### Placement density heat map, run 1

Drawn at 4 px/µm. The die is cut into 8 by 8 equal tiles; white is low, dark blue is high, 0 to 100% covered.
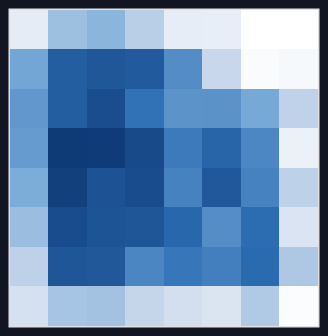
### Power grid, run 1

Drawn at 6 px/µm. Pins as bars on the die edge.
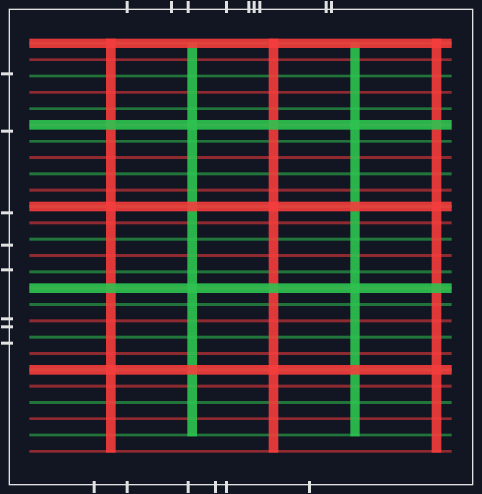
### Clock network drawn from the DEF, run 1

Drawn at 8 px/µm.
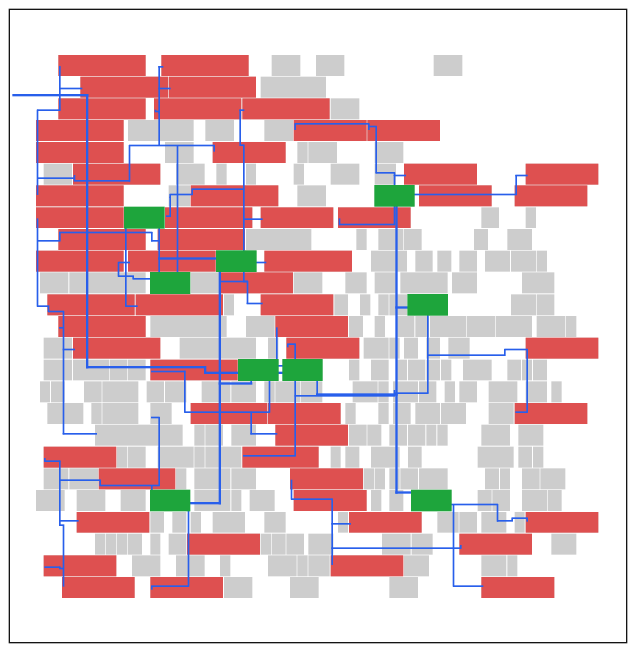
==> config.mk <==
export PLATFORM = sky130hd
export DESIGN_NAME = axi4_slave_resp_channel
export DESIGN_NICKNAME = d
export VERILOG_FILES = /design/src/rtl/axi4_slave_resp_channel.sv
export SDC_FILE = /design/constraint.sdc
export NUM_CORES = 1
export LEC_CHECK = 0
export CORE_AREA = 3 3 74 76
export DETAILED_ROUTE_END_ITERATION = 12
export DIE_AREA = 0 0 77 79
export PLACE_DENSITY_LB_ADDON = 0.3
export SLEW_MARGIN = 20
export SYNTH_ARGS = -nofsm -noshare
export SYNTH_HDL_FRONTEND = slang
export SYNTH_SLANG_ARGS = --single-unit
==> constraint.sdc <==
create_clock -name clk -period 2.4 [get_ports clk]
set_input_delay 0.24 -clock clk [delete_from_list [all_inputs] [get_ports clk]]
set_output_delay 0.24 -clock clk [all_outputs]
set_load 0.05 [all_outputs]
==> qor.yml, run 1 <==
status: "complete, no violations"
p_total_mw: 3.795
reg2regPathDepth: 8
crit_type: "reg2reg"
grt_pass1_vias: 1874
largest_class: "flip-flops and latches"
yosys-top-cells-count: "dfrtp_1 (33), edfxtp_1 (24), nor2_1 (18), nand2_1 (17), inv_1 (16)"
postCtsSetupRepairBufs: 0
cp.depth: 8
worst_pin_slew_ns: 0.5149
rsz0062_at_grt: "no"
cp_top_family: "simple AND/OR/NAND/NOR gates"
die_area_um2: 6083
signal_buffer_area_fraction: 0.08485
dr_wl_met2_mm: 2.645
met1Wirelength_mm: 2.350
ys_sh_xor: 0.04120
clkSinkCount: 57
setup_viol_count_final: 0
fin_crit_ns: 2.135
ys_chip_area_um2: 2764
warning_count: 29
numCtsBuffers: 9
intPower_mw: 2.355
synth.distinct_cells: 43
combGateArea_um2: 1127
grt_util_met3: 0.03741
synth.area.top_cells: "dfrtp_1 (30%), edfxtp_1 (26%), ha_1 (4.1%)"
mux_share: 0.08556
synth-edff-count: 24
synth_adder_area_share: 0.04074
clkCellAreaFrac: 0.06098
clk_path_buf_depth: 2
fin_crit_sh: 0.8895
powerComb_mw: 1.52
grt_busiest_layer: "met2"
io_pins: 23
drtIter0Drc: 191
htree_levels: 3
port_buffers: 22
synth_flops: 57
via_per_inst: 5.508
ys_sh_simple: 0.1779
slowest_delay_ns: 0.44
drv_slew: 0
routed.top_layer: "met4"
buffers_excl_clock: 30
grt_max_degree: 34
syn_avg_cell_area_um2: 12.18
syn-instance-count: 227
grt_overflow: 0
ys_cells: 227
Back to the opening pictures, 'Placement density heat map':
- fullest tile: 96%
- nearly empty tiles: 3.1%
- emptiest ninth of the die: upper right
- mean over tiles: 53%
- tiles over 75% full: 33%
area of the core: 4786 µm²
post-layout util: 0.6902
Pre-Place Util: 0.5775

Back to the opening pictures, 'Power grid':
- green: VDD
- red: VSS
- met1 rails: 26
- signal pins: 23
- met4 straps: 5
- rows: 25
- met5 straps: 5
die width: 77 µm
die extent in y: 79 µm
peak supply drop: 1.178 mV

Back to the opening pictures, 'Clock network drawn from the DEF':
- green: cells driving clock nets (count 9)
- red: flip-flops (count 57)
- blue: clock wires (length 705 µm)
- routed clock nets: 10
- flops lie: widely spread
clk_skew: 0.01131 ns
P_clk: 0.899 mW
clock share of power: 0.237

==> run 1 -> run 2 <==
PLACE_DENSITY = 0.85   (was not set)
PLACE_DENSITY_LB_ADDON = not set   (was 0.3)
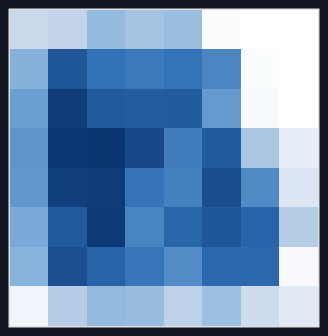
*Placement density heat map, run 2*
Drawn at 4 px/µm. The die is cut into 8 by 8 equal tiles; white is low, dark blue is high, 0 to 100% covered.
- nearly empty tiles: 9.4%
- fullest tile: 98%
- mean over tiles: 54%
post-layout util: 0.6980

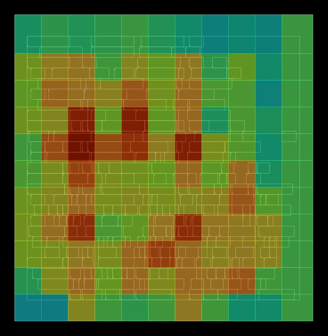
*Congestion heat map, run 2*
GRT Max-Usage Layer: met2
GR Util met2: 0.3232
GRT Total Usage: 0.2127

==> run 2 against run 1 <==
Synthesized cell count did not move. Via count grew 7.5%. Worst setup slack got worse by 0.0082 ns. Die area unchanged. Non-clock buffer count grew 1. Total power increased by 4.5%. Register-to-register slack barely moved. Combinational power increased by 6%. Flip-flop count did not move. Sequential share of layout area shrank 0.53 points. Clock power grew 9.0%. Core utilization is 0.78 points higher. Critical path type unchanged.
==> qor.yml, run 2 <==
combAreaFraction: 0.3375
die_area_um2: 6083  # unchanged
drtIter0Drc: 98  # -49%
postCtsSetupRepairBufs: 0  # unchanged
buffers_excl_clock: 31  # +3.3%
io_pins: 23  # unchanged
status: "complete, no violations"
coreArea_um2: 4786  # unchanged
grt_util_met3: 0.06803  # +0.03061
synth.distinct_cells: 43  # unchanged
mux_share: 0.08556  # unchanged
clk_path_buf_depth: 2  # unchanged
p_leak_nw: 1.346
grt_max_degree: 34  # unchanged
grt_overflow: 0  # unchanged
ys_cells: 227  # unchanged
synth_adder_area_share: 0.04074  # unchanged
rsz0062_at_grt: "no"
hold_ws_ns: 0.3086
powerComb_mw: 1.61  # +6%
p_total_mw: 3.966  # +4.5%
clkSinkCount: 57  # unchanged
combGateArea_um2: 1127  # unchanged
warning_count: 29  # unchanged
synth-edff-count: 24  # unchanged
drv_slew: 0  # unchanged
antennaDiodeCount: 0
largest_class: "flip-flops and latches"
syn-instance-count: 227  # unchanged
ys_sh_simple: 0.1779  # unchanged
ir_worst_vdd_mv: 0.8808  # -25%
die_w_um: 77  # unchanged
p_seq_frac: 0.347
dr_total_vias: 1971
synth.area.top_cells: "dfrtp_1 (30%), edfxtp_1 (26%), ha_1 (4.1%)"
synth_flops: 57  # unchanged
required_ns: 2.62
fin_crit_sh: 0.8930  # +0.003421
top_cell_area_share: 0.2988
via_per_inst: 5.901  # +7.1%
dr_wl_met2_mm: 2.749  # +3.9%
fin_crit_ns: 2.143  # +0.008210 ns
pg_clk_mw: 0.980  # +9.0%
ys_sh_xor: 0.04120  # unchanged
grt_pass1_vias: 2002  # +6.8%
clock_skew_ns: 0.01004  # -0.001266 ns
htree_levels: 3  # unchanged
clkPwrFrac: 0.247  # +0.010
reg2regPathDepth: 9  # +1
slowest_delay_ns: 0.41  # -0.03 ns
routed.top_layer: "met4"
worst_pin_slew_ns: 0.5185  # +0.003513 ns
inv_count: 16
cp_top_family: "simple AND/OR/NAND/NOR gates"
intPower_mw: 2.502  # +6.3%
crit_type: "reg2reg"
ys_chip_area_um2: 2764  # unchanged
met1Wirelength_mm: 2.470  # +5.1%
crit_chain: "inv_1 -> and3_4 -> nand2_1 -> and2_1 -> ha_1 -> ha_1 -> nor3_2 -> buf_4 -> nor2_1"
Power and IR drop assume default switching activity.
